$ cat src/rtl/pipe_redirect_ctrl.sv
// Fetch-stage redirect/stall controller: arbitrates interrupt over execute jump,
// defers redirects while the fetch bus is busy, then issues a strobe plus flush bubbles.
module pipe_redirect_ctrl #(
  parameter int unsigned ADDR_W       = 32,
  parameter int unsigned FLUSH_CYCLES = 2
) (
  input  logic              clk,
  input  logic              rst,
  input  logic [ADDR_W-1:0] pc,
  input  logic              ex_jump_req,
  input  logic [ADDR_W-1:0] ex_jump_addr,
  input  logic              ex_hold_req,
  input  logic              int_req,
  input  logic [ADDR_W-1:0] int_vec,
  input  logic              bus_busy,
  output logic              jump_flag,
  output logic [ADDR_W-1:0] jump_addr,
  output logic [2:0]        hold_flag,
  output logic              flush,
  output logic              int_ack,
  output logic [ADDR_W-1:0] int_epc
);

  typedef enum logic [1:0] {
    IDLE  = 2'd0,
    PEND  = 2'd1,
    FLUSH = 2'd2
  } state_t;

  localparam logic [2:0] FLUSH_INIT = 3'(FLUSH_CYCLES - 1);

  state_t            state;
  logic [ADDR_W-1:0] pend_addr;
  logic              pend_is_int;
  logic [2:0]        cnt;

  logic              req;
  logic              sel_int;
  logic [ADDR_W-1:0] sel_addr;
  logic              epc_load;
  logic [ADDR_W-1:0] epc_val;

  // Candidate redirect for this cycle; IDLE and PEND share the issue/defer path below.
  always_comb begin
    req      = 1'b0;
    sel_int  = pend_is_int;
    sel_addr = pend_addr;
    epc_load = 1'b0;
    epc_val  = int_epc;
    case (state)
      IDLE: begin
        req      = int_req | ex_jump_req;
        sel_int  = int_req;
        sel_addr = int_req ? int_vec : ex_jump_addr;
        epc_load = int_req;
        epc_val  = ex_jump_req ? ex_jump_addr : pc;
      end
      PEND: begin
        req = 1'b1;
        if (!pend_is_int && int_req) begin
          sel_int  = 1'b1;
          sel_addr = int_vec;
          epc_load = 1'b1;
          epc_val  = pend_addr;
        end
      end
      default: ;
    endcase
  end

  assign hold_flag = {3{ex_hold_req}} | ((state == PEND) ? 3'b111 : 3'b000);

  always_ff @(posedge clk or negedge rst) begin
    if (!rst) begin
      state       <= IDLE;
      jump_flag   <= 1'b0;
      jump_addr   <= '0;
      flush       <= 1'b0;
      int_ack     <= 1'b0;
      int_epc     <= '0;
      pend_addr   <= '0;
      pend_is_int <= 1'b0;
      cnt         <= '0;
    end else begin
      jump_flag <= 1'b0;
      int_ack   <= 1'b0;
      case (state)
        IDLE, PEND: begin
          if (req) begin
            if (epc_load) int_epc <= epc_val;
            if (!bus_busy) begin
              jump_flag <= 1'b1;
              jump_addr <= sel_addr;
              int_ack   <= sel_int;
              flush     <= 1'b1;
              cnt       <= FLUSH_INIT;
              state     <= FLUSH;
            end else begin
              pend_addr   <= sel_addr;
              pend_is_int <= sel_int;
              state       <= PEND;
            end
          end
        end
        FLUSH: begin
          if (cnt == 3'd0) begin
            flush <= 1'b0;
            state <= IDLE;
          end else begin
            cnt <= cnt - 3'd1;
          end
        end
        default: state <= IDLE;
      endcase
    end
  end

endmodule

$ cat config.mk
export PLATFORM = sky130hd
export DESIGN_NAME = pipe_redirect_ctrl
export DESIGN_NICKNAME = d
export VERILOG_FILES = /design/src/rtl/pipe_redirect_ctrl.sv
export SDC_FILE = /design/constraint.sdc
export NUM_CORES = 1
export LEC_CHECK = 0
export ABC_AREA = 1
export CAP_MARGIN = 20
export CORE_MARGIN = 2
export CORE_UTILIZATION = 50
export CTS_BUF_LIST = sky130_fd_sc_hd__clkbuf_4 sky130_fd_sc_hd__clkbuf_8
export CTS_CLUSTER_DIAMETER = 120
export DETAILED_ROUTE_END_ITERATION = 10
export DONT_BUFFER_PORTS = 1
export HOLD_SLACK_MARGIN = 0.05
export SYNTH_ARGS = -nofsm -noshare
export SYNTH_HDL_FRONTEND = slang
export SYNTH_SLANG_ARGS = --single-unit
$ cat constraint.sdc
create_clock -name clk -period 1.9 [get_ports clk]
set_clock_uncertainty 0.2 [all_clocks]
set_input_delay 0.38 -clock clk [delete_from_list [all_inputs] [get_ports clk]]
set_output_delay 0.38 -clock clk [all_outputs]
set_load 0.05 [all_outputs]
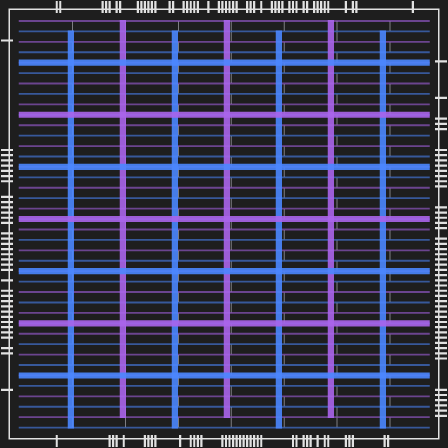
Fig. 1. PDN straps and rails (run 1).
Pins as bars on the die edge. Tap cells in grey.
Key: blue = VSS; purple = VDD
172 signal pins sit on the boundary. 7 straps on met4. 143 tap cells. 7 straps on met5. 40 met1 rails follow the rows.
die extent in y: 112 um
placeable core region: 11400 um2

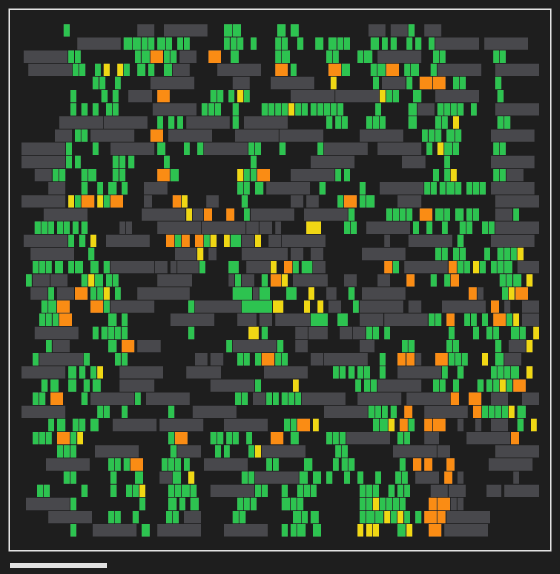
Fig. 2. Gate families picked out (run 1).
Scale bar: 20 um.
Key: orange = aoi and oai cells [cells 65, where widely spread]; green = nand cells [cells 513, where widely spread]; yellow = inv cells [cells 56, where widely spread]
non-filler cells in the finished layout: 983
most frequently placed logic cell in the final layout: nand2_1
fraction of area in multi-input gates: 0.409

==> results.json, run 1 <==
{
  "status": "finished, violations left",
  "failing_checks": "negative hold slack, negative setup slack",
  "post_dp_cell_area_um2": 5890,
  "grt_overflow": 0,
  "cts_tree": "built",
  "top_usage_layer": "met2",
  "crit_required_ns": 1.32,
  "largest_area_cell": "dfrtp_1",
  "cts.htree.levels": 3,
  "hold_viol_final": 105,
  "insertion_delay_ns": 0.39,
  "syn_inst": 814,
  "post_synth_instance_area_um2": 5800,
  "layout-area-overhead-vs-synth_pct": 11.6,
  "vdd_drop_max_mv": 0.952,
  "grt_start_max_net_pins": 106,
  "synthesis.yosys.warnings": 0,
  "reg2reg_to": "jump_addr[9]",
  "whs_ns": -0.521,
  "num-nets-final": 940,
  "route.detailed.drc": 0,
  "power.density_nw_per_um2": 1850,
  "critical_path.reg2reg.startpoint": "state[0]",
  "total_power_mw": 12.0,
  "critical_path.endpoint": "hold_flag[1]",
  "timing.final.setup_violations": 3,
  "timing.critical_path.from": "state[0]",
  "wl_um": 17700,
  "reg_to_reg_setup_timing_slack_ns": 0.09,
  "critical_path_class": "reg -> out",
  "reg2reg_depth": 10,
  "number_of_antenna_violations_at_the_first_check_in_global_routing": 0,
  "timing.max_slew.rel_slack": 0.360,
  "cts.clk_slew.worst_paths_ns": 0.10,
  "gr-usage-met2": 0.465,
  "grt_util_met1": 0.389,
  "rsz0062_at_grt": "yes",
  "openroad.warnings": 33,
  "worstSetupEndpointType": "output pin",
  "layout_setup_ws_ns": -0.0474,
  "place.detailed.hpwl_um": 11200,
  "critPathLaunchType": "register",
  "synth_stat.cells": 814,
  "violation_count_after_the_first_detailed_route_iteration": 424,
  "cts_hold_repair.buffers": 29,
  "yosys.stat.seqShare": 0.453,
  "wire_length_of_the_first_global_routing_pass_um": 28500,
  "top_level_ports": 172,
  "fmax_ghz": 0.514,
  "portBuffers": 0,
  "report.final.slew_viol_count": 0,
  "flop_cell": "dfrtp_1",
  "design.die.area_um2": 12500,
  "arrival_ns": 1.37,
  "timing.max_cap.violations": 0,
  "post-route-period-util": 1.02,
  "cts-root-to-sink-buffers": 2,
  "power_leakage_nw": 3.57,
  "die_x_um": 112,
  "place_congestion": 0.855,
  "drt.antenna.violating_nets": 0
}
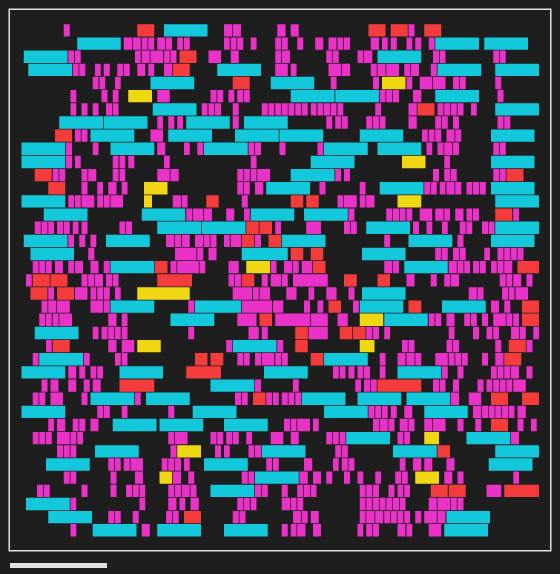
Fig. 3. Placed cells, one colour a class (run 1).
Scale bar: 20 um.
Key: red = remaining buffers and delay cells [cells 60, share of their area 9.4%]; magenta = remaining logic cells [cells 660, share of their area 46%]; yellow = clock drivers and dummy loads [cells 15, share of their area 3.1%]; cyan = sequential cells [cells 105, share of their area 42%]
final design instance area without fill: 6470 um2
final core area utilization: 0.569
share of the final layout cell area in sequential cells: 0.407
FP Rows: 39

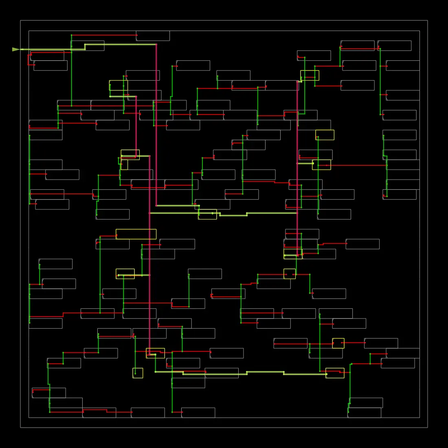
Fig. 4. Clock routing (run 1).
count of clock-net buffers in the final layout: 11
clock tree sinks: 105

## run 1: worst max-delay path, cell delays in order, from the launching register on
cell and delay, ns:
dfrtp_2 0.44, inv_2 0.08, nor2_4 0.05, or2_4 0.23, buf_12 0.18
## run 1: sequential cells by signal, indices dropped and copies added (netlist names)
register,count
int_epc,32
jump_addr,32
flush,1
jump_flag,1
state,2
pend_is_int,1
cnt,3
pend_addr,32
int_ack,1
## run 1: kinds of logic (layout without fill, tap and decap cells)
| logic type | after synthesis | count (layout) | share of synthesized area |
|---|---|---|---|
| AOI/OAI and AO/OA | 65 | 65 | 0.0719 |
| adders and majority gates | 2 | 2 | 0.00432 |
| and+or+nand+nor | 537 | 537 | 0.378 |
| DFF | 105 | 105 | 0.453 |
| buffers and inverters | 105 | 131 | 0.0920 |
## run 1: area by class of cell
type	instances	area (um2)
Fill cell	1072	4900
Multi-Input combinational cell	604	2650
Sequential cell	105	2630
Timing Repair Buffer	60	593
Inverter	56	220
Tap cell	143	179
Clock buffer	11	145
Clock inverter	4	52.6
## run 1: timing repair
item                       CTS  global route
cloned                       0             1
pin swaps                    1             2
gates resized                3             5
hold endpoints to repair   134           105
setup buffers                3             3
setup endpoints to repair    3            36
## run 1: layer usage
layer,part of all wire,vias to the layer above,routed length [um]
li1,-,2584,-
met1,0.44,2538,7750
met2,0.47,211,8240
met3,0.075,27,1320
met4,0.020,0,346
met5,0,-,0
## run 1: cell usage in the layout, fill, tap and decap left out
| cell type | Yosys | final |
|---|---|---|
| nand2_1 | 433 | 433 |
| dfrtp_1 | 105 | 103 |
| nand3_1 | 71 | 71 |
| inv_1 | 48 | 48 |
| o211ai_1 | 36 | 36 |
| dlygate4sd3_1 | 0 | 28 |
| buf_4 | 19 | 26 |
| a21oi_1 | 19 | 19 |
| nor2_1 | 16 | 16 |
| clkbuf_8 | 0 | 10 |
| o21ai_0 | 8 | 8 |
| nand2_2 | 6 | 6 |
| inv_2 | 6 | 5 |
| buf_12 | 0 | 4 |
| nor2_4 | 0 | 2 |
| nor2_8 | 2 | 2 |
| inv_4 | 2 | 2 |
| inv_6 | 0 | 2 |
| ha_1 | 2 | 2 |
| dfrtp_2 | 0 | 2 |
| nand3_2 | 1 | 1 |
| or2_4 | 0 | 1 |
| o22ai_1 | 1 | 1 |
| nand2_4 | 1 | 1 |
| nor2_2 | 3 | 1 |
| nand3_4 | 1 | 1 |
| o21ai_1 | 1 | 1 |
| or2_2 | 2 | 1 |
| nor3_1 | 1 | 1 |
| clkbuf_4 | 0 | 1 |
| bufinv_16 | 0 | 1 |
| clkinv_4 | 0 | 1 |
| clkinv_2 | 0 | 1 |
| clkbuf_16 | 0 | 1 |
| dlymetal6s4s_1 | 0 | 1 |
## run 1: where the power goes
part / internal [mW] / total (mW) / switching (mW)
registers: 3.26 / 6.55 / 3.29
logic: 1.46 / 3.97 / 2.51
clock network: 0.659 / 1.46 / 0.798
==> run 2, diff against run 1 <==
clock period = 2 ns   (was 1.9 ns; I/O delays follow)
==> results.json, run 2 <==
{
  "rsz0062_at_grt": "no",
  "timing.critical_path.max_delay_family": "flip-flops",
  "transition_time_at_the_pin_with_the_least_slew_margin_ns": 0.695,
  "synth-edff-count": 0,
  "core.rowCount": 39,
  "cts-root-to-sink-buffers": 2,
  "finish.cell_count_without_fillers": 952,
  "most-common-layout-cells": "nand2_1 (433), dfrtp_1 (104), nand3_1 (71), inv_1 (48), o211ai_1 (36)",
  "final_period_minus_worst_setup_slack_ns": 1.95,
  "whs_ns": -0.495,
  "vdd_drop_max_mv": 0.889,
  "diodes": 0,
  "crit_path_top_delay_cell": "dfrtp_1",
  "dp_slack_ns": 0.140,
  "cts.htree.levels": 3,
  "report.final.slew_viol_count": 0,
  "synth.avg_cell_area_um2": 7.12,
  "p_sw_frac": 0.546,
  "wl_um": 16700,
  "failing_checks": "negative hold slack",
  "mux_area_fraction": 0,
  "cts.clk_slew.worst_paths_ns": 0.11,
  "layout.area.seq_um2": 2630,
  "violation_count_after_the_first_detailed_route_iteration": 388,
  "layout_setup_ws_ns": 0.0523,
  "netlist.top_cell.by_instances": "nand2_1",
  "top_level_ports": 172,
  "yosysTopAreaCellShare": 0.453,
  "post_synth_instance_area_um2": 5800,
  "final_cell_area_um2": 6210,
  "wire_length_of_the_first_global_routing_pass_um": 27200,
  "layout.area.comb_um2": 2640,
  "yosys-dominant-comb-family": "simple AND/OR/NAND/NOR gates",
  "post_dp_cell_area_um2": 5930,
  "ys_sh_simple": 0.378,
  "layout-area-overhead-vs-synth_pct": 7.08,
  "final_layout_size_suffix_gt1_frac": 0.0816,
  "cts_hold_repair.buffers": 3,
  "yosys.stat.seqShare": 0.453,
  "portBuffers": 0,
  "ao_oa_area_frac": 0.0719,
  "power.density_nw_per_um2": 1850,
  "syn_inst": 814,
  "hold_viol_final": 105,
  "reg2reg_depth": 9,
  "design.die.area_um2": 12500,
  "power_leakage_nw": 3.44,
  "detail_route.wl_per_cell_um": 17.5,
  "largest_area_cell": "dfrtp_1",
  "groute.usage.overall": 0.275,
  "setup_tns_ns": 0,
  "critical_path_depth": 4,
  "timing.max_slew.rel_slack": 0.536,
  "switching_power_mw": 6.25,
  "synthDistinctLibCells": 25,
  "biggestRegsByFlops": "int_epc x32, jump_addr x32, pend_addr x32",
  "cts_root_buf": "clkbuf_8",
  "combinational_power_share": 0.322,
  "worst_hold_path_type": "in -> async",
  "fmax_ghz": 0.513,
  "flop_cell": "dfrtp_1",
  "num-nets-final": 908,
  "yosys.area_share.adder": 0.00432,
  "async_s_r_ff_share_synth": 1.00,
  "place_congestion": 0.871,
  "drt.antenna.violating_nets": 0,
  "synth_stat.cells": 814,
  "synth_nets": 918,
  "grt_overflow": 0,
  "die_x_um": 112,
  "common_cells": "nand2_1 (433), dfrtp_1 (105), nand3_1 (71)",
  "fp.coreArea_um2": 11400,
  "critical_path_buf_inv_count": 2,
  "yosys-stat-area_um2": 5800,
  "route.detailed.drc": 0,
  "vias": 5198,
  "critical_path.endpoint": "hold_flag[1]",
  "crit_required_ns": 1.40,
  "status": "finished, violations left",
  "post-route-period-util": 0.974,
  "worstPathCellList": "inv_2 -> nor2_4 -> or2_4 -> buf_12",
  "timing.max_cap.violations": 0,
  "grt_start_max_net_pins": 106,
  "reg_to_reg_setup_timing_slack_ns": 0.18,
  "viasPerCell": 5.46,
  "number_of_iterations_in_the_first_detailed_routing_pass": 4,
  "floorplan.core_util": 0.510,
  "critical_path_class": "reg -> out",
  "cts_made_buffers": 9,
  "filler_cell_count_in_the_final_layout": 1124,
  "openroad.warnings": 31,
  "power.sequential.fraction": 0.544,
  "die_h_um": 112,
  "synthesis.yosys.warnings": 0,
  "arrival_ns": 1.35,
  "synth_xor_xnor_area_share": 0,
  "reg2reg_to": "pend_addr[9]",
  "place.detailed.hpwl_um": 11400,
  "layout_top_cell_excl_fill_tap": "nand2_1",
  "intPower_mw": 5.20,
  "timing.critical_path.from": "state[0]",
  "cts.sink_count": 105,
  "number_of_global_route_vias_before_repair": 5203,
  "yosys-top-cells-area": "dfrtp_1 (45%), nand2_1 (28%), nand3_1 (6.1%)",
  "timing.final.setup_violations": 0,
  "number_of_antenna_violations_at_the_first_check_in_global_routing": 0,
  "critical_path.reg2reg.startpoint": "state[1]",
  "worstSetupEndpointType": "output pin",
  "critPathLaunchType": "register",
  "cts_tree": "built",
  "ys_seq_elements": 105,
  "critical-path-max-stage-delay_ns": 0.41,
  "place_inst": 932,
  "crit_fanout": 3
}
[run 2: layer usage]
metal	up-vias	track usage	share of wire
li1	2515	-	-
met1	2483	0.361	0.44
met2	173	0.445	0.47
met3	27	0.0642	0.072
met4	0	0.103	0.024
met5	-	0	0
[run 2: stage by stage]
stage | power (mW) | utilization
after floorplan | 8.80 | -
after global placement | 9.81 | 0.521
after detailed placement | 9.92 | 0.521
after CTS | 11.5 | 0.546
after global routing | 12.2 | 0.546
final | 11.5 | 0.546
[run 2: timing repair]
item / 4_1_cts / 5_1_grt
pin swaps: 0 / 0
resized: 2 / 1
setup buffers: 1 / 0
hold endpoints to repair: 114 / 105
setup endpoints to repair: 3 / 1
[run 2: worst min path at each step]
stage / startpoint / endpoint / slack, ns / cells past startpoint
2_1_floorplan: rst / cnt[0] / -0.1 / 0
3_3_place_gp: rst / int_epc[30] / -0.09 / 0
3_5_place_dp: rst / int_epc[30] / -0.09 / 0
4_1_cts: rst / int_epc[7] / -0.52 / 0
5_1_grt: rst / state[0] / -0.52 / 0
6_report: rst / int_epc[25] / -0.50 / 0
[run 2: cells by family (layout without fill, tap and decap cells)]
group | Yosys count | in the layout
AOI/OAI and AO/OA | 65 | 65
adders and majority gates | 2 | 2
buffers and inverters | 105 | 100
DFF | 105 | 105
and+or+nand+nor | 537 | 537
[run 2: final cells by class]
| type | instances | share of cell area |
|---|---|---|
| Tap cell | 143 | 0.0288 |
| Sequential cell | 105 | 0.424 |
| Inverter | 56 | 0.0351 |
| Clock buffer | 10 | 0.0222 |
| Timing Repair Buffer | 28 | 0.0492 |
| Multi-Input combinational cell | 604 | 0.426 |
| Clock inverter | 6 | 0.0153 |
[run 2: power by group through the flow]
stage / Clock [mW] / Sequential (mW) / Combinational (mW)
2_1_floorplan: 0 / 5.99 / 2.82
3_3_place_gp: 0 / 6.29 / 3.51
3_5_place_dp: 0 / 6.30 / 3.62
4_1_cts: 1.58 / 6.24 / 3.69
5_1_grt: 1.66 / 6.36 / 4.20
6_report: 1.53 / 6.23 / 3.69
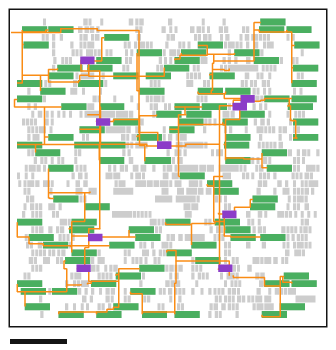
Fig. 5. Clock distribution (run 2).
Scale bar: 20 um.
Key: purple = clock-net drivers [count 9]; orange = clock wires [length 1290 um]; green = flip-flops [count 105]
There are 10 routed clock nets. Position of the flops: widely spread.
Clock Latency Late Sink: 0.38 ns
clock network power: 1.53 mW
proportion of power drawn by the clock network: 0.134

==> run 3, diff against run 2 <==
--- a/config.mk
+++ b/config.mk
@@ -15,5 +15,7 @@
 export DONT_BUFFER_PORTS = 1
 export HOLD_SLACK_MARGIN = 0.05
+export SLEW_MARGIN = 20
 export SYNTH_ARGS = -nofsm -noshare
 export SYNTH_HDL_FRONTEND = slang
 export SYNTH_SLANG_ARGS = --single-unit
+export TNS_END_PERCENT = 5
==> constraint.sdc (replaced) <==
create_clock -name clk -period 2 [get_ports clk]
set_clock_uncertainty 0.2 [all_clocks]
set_input_delay 0.4 -clock clk [delete_from_list [all_inputs] [get_ports clk]]
set_output_delay 0.4 -clock clk [all_outputs]
set_load 0.02 [all_outputs]
==> results.json, run 3 <==
{
  "status": "finished, violations left",
  "failing_checks": "negative hold slack",
  "final_period_minus_worst_setup_slack_ns": 1.92,
  "yosys.stat.seqShare": 0.453,
  "flop_cell": "dfrtp_1",
  "power.density_nw_per_um2": 1570,
  "floorplan.core_util": 0.510,
  "crit_path_top_delay_cell": "dfrtp_2",
  "crit_required_ns": 1.40,
  "yosys.area_share.adder": 0.00432,
  "synthDistinctLibCells": 25,
  "synth-edff-count": 0,
  "route.detailed.drc": 0,
  "number_of_iterations_in_the_first_detailed_routing_pass": 5,
  "power_leakage_nw": 3.42,
  "cts_root_buf": "clkbuf_8",
  "synth_stat.cells": 814,
  "async_s_r_ff_share_synth": 1.00,
  "transition_time_at_the_pin_with_the_least_slew_margin_ns": 0.389,
  "final_layout_size_suffix_gt1_frac": 0.0874,
  "portBuffers": 0,
  "yosys-top-cells-area": "dfrtp_1 (45%), nand2_1 (28%), nand3_1 (6.1%)",
  "largest_area_cell": "dfrtp_1",
  "cts-root-to-sink-buffers": 2,
  "critPathLaunchType": "register",
  "timing.max_slew.rel_slack": 0.741,
  "critical_path_class": "reg -> out",
  "place_congestion": 0.887,
  "hold_viol_final": 105,
  "grt_overflow": 0,
  "groute.usage.overall": 0.274,
  "detail_route.wl_per_cell_um": 17.5,
  "synthesis.yosys.warnings": 0,
  "post-route-period-util": 0.958,
  "ys_sh_simple": 0.378,
  "vias": 5162,
  "wl_um": 16700,
  "core.rowCount": 39,
  "worst_hold_path_type": "in -> async",
  "synth_xor_xnor_area_share": 0,
  "arrival_ns": 1.32,
  "die_x_um": 112,
  "timing.critical_path.max_delay_family": "flip-flops",
  "cts_made_buffers": 9,
  "timing.max_cap.violations": 0,
  "ao_oa_area_frac": 0.0719,
  "synth.avg_cell_area_um2": 7.12,
  "openroad.warnings": 31,
  "fp.coreArea_um2": 11400,
  "place.detailed.hpwl_um": 11500,
  "synth_nets": 918,
  "wire_length_of_the_first_global_routing_pass_um": 27000,
  "rsz0062_at_grt": "no",
  "common_cells": "nand2_1 (433), dfrtp_1 (105), nand3_1 (71)",
  "crit_fanout": 3,
  "critical-path-max-stage-delay_ns": 0.42,
  "cts.htree.levels": 3,
  "drt.antenna.violating_nets": 0,
  "vdd_drop_max_mv": 0.761,
  "cts_tree": "built",
  "fmax_ghz": 0.522,
  "cts.sink_count": 105,
  "number_of_antenna_violations_at_the_first_check_in_global_routing": 0,
  "grt_start_max_net_pins": 106,
  "whs_ns": -0.495,
  "setup_tns_ns": 0,
  "biggestRegsByFlops": "int_epc x32, jump_addr x32, pend_addr x32",
  "violation_count_after_the_first_detailed_route_iteration": 327,
  "viasPerCell": 5.41,
  "utilization": 0.540,
  "syn_inst": 814,
  "ys_seq_elements": 105,
  "worstPathCellList": "inv_2 -> nor2_4 -> or2_4 -> buf_12",
  "number_of_global_route_vias_before_repair": 5101,
  "netlist.top_cell.by_instances": "nand2_1",
  "yosys-stat-area_um2": 5800,
  "layout_top_cell_excl_fill_tap": "nand2_1",
  "timing.final.setup_violations": 0,
  "layout_setup_ws_ns": 0.0849,
  "worstSetupEndpointType": "output pin",
  "yosysTopAreaCellShare": 0.453,
  "yosys-dominant-comb-family": "simple AND/OR/NAND/NOR gates",
  "layout-area-overhead-vs-synth_pct": 5.96,
  "mux_area_fraction": 0,
  "cts_hold_repair.buffers": 2,
  "cts.clk_slew.worst_paths_ns": 0.10,
  "most-common-layout-cells": "nand2_1 (433), dfrtp_1 (103), nand3_1 (71), inv_1 (48), o211ai_1 (36)",
  "design.die.area_um2": 12500,
  "die_h_um": 112,
  "critical_path_buf_inv_count": 2,
  "report.final.slew_viol_count": 0,
  "post_synth_instance_area_um2": 5800,
  "num-nets-final": 911,
  "top_level_ports": 172,
  "dp_slack_ns": 0.232,
  "diodes": 0
}
run 3: cell types whose count changed in the layout (fill, tap and decap cells not counted), moves of 2 or more:
cell / delta
buf_12: -3
buf_4: +7
bufinv_16: -2
clkinvlp_4: +3
inv_6: -4
run 3: metal layers:
layer  up-vias  track usage  part of all wire
met4         0       0.0971             0.021
met5         -            0                 0
met2       173        0.437              0.47
met3        25       0.0653             0.075
met1      2442        0.369              0.44
li1       2522            -                 -
run 3: cell type report:
type	instances	area, um2
Tap cell	143	179
Sequential cell	105	2630
Inverter	56	215
Clock buffer	12	159
Fill cell	1139	5230
Clock inverter	4	27.5
Timing Repair Buffer	31	288
Multi-Input combinational cell	604	2640
run 3: power by group:
| group | internal, mW | leakage [nW] | switching, mW |
|---|---|---|---|
| Sequential | 3.14 | 1.32 | 1.64 |
| Combinational | 1.29 | 2.01 | 2.28 |
| Clock | 0.534 | 0.0880 | 0.747 |
| Total | 4.97 | 3.42 | 4.66 |
run 3: cells by family after synthesis:
family / Yosys count
AND-OR/OR-AND: 65
adder cells (fa/ha/maj): 2
buffers and inverters: 105
flip-flops: 105
AND/OR/NAND/NOR: 537
run 3: what timing repair did:
action,in CTS,in global routing
buffers inserted,2,0
resized,3,1
endpoints found under the setup margin,3,3
gates cloned,0,0
hold endpoints to repair,112,105
run 3: worst paths after layout:
path,start,to,slack (ns),depth (start not counted)
worst max-delay path,state[0],hold_flag[0],0.08,4
worst min-delay path,rst,int_epc[27],-0.50,0
worst max register to register,state[1],int_epc[3],0.18,6
worst min register to register,pend_addr[31],pend_addr[31],0.32,2
max in group asynchronous,rst,state[1],1.91,0
min in group clk,pc[21],int_epc[21],0.06,2
run 3: worst reg2reg max path: cells and delay by family, from the launching register on:
| family | cells | cell delay (ns) |
|---|---|---|
| buf+inv | 2 | 0.50 |
| flops | 1 | 0.45 |
| compound gates | 2 | 0.30 |
| simple gates | 2 | 0.30 |
run 3: metrics by stage:
step	instances	power, mW	cell area (um2)	hold WS, ns
final	955	9.63	6140	-0.495
after global routing	955	10.4	6140	-0.509
after CTS	955	9.66	6140	-0.505
after detailed placement	935	8.33	5910	-0.0934
after global placement	935	8.21	5910	-0.0932
after floorplan	814	7.30	5800	-0.0956
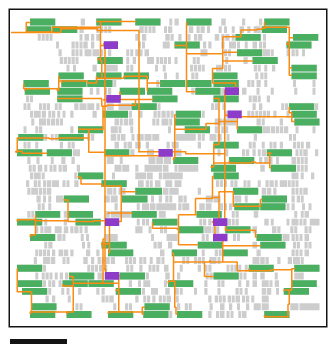
Fig. 6. Clock distribution (run 3).
Scale bar: 20 um.
Key: purple = clock-net drivers [count 9]; green = flip-flops [count 105]; orange = clock wires [length 1300 um]
Position of the flops: widely spread. There are 10 routed clock nets.
proportion of power drawn by the clock network: 0.133
Clock Latency Late Sink: 0.37 ns

No activity file was given, so power comes from the tool's default toggle rates.
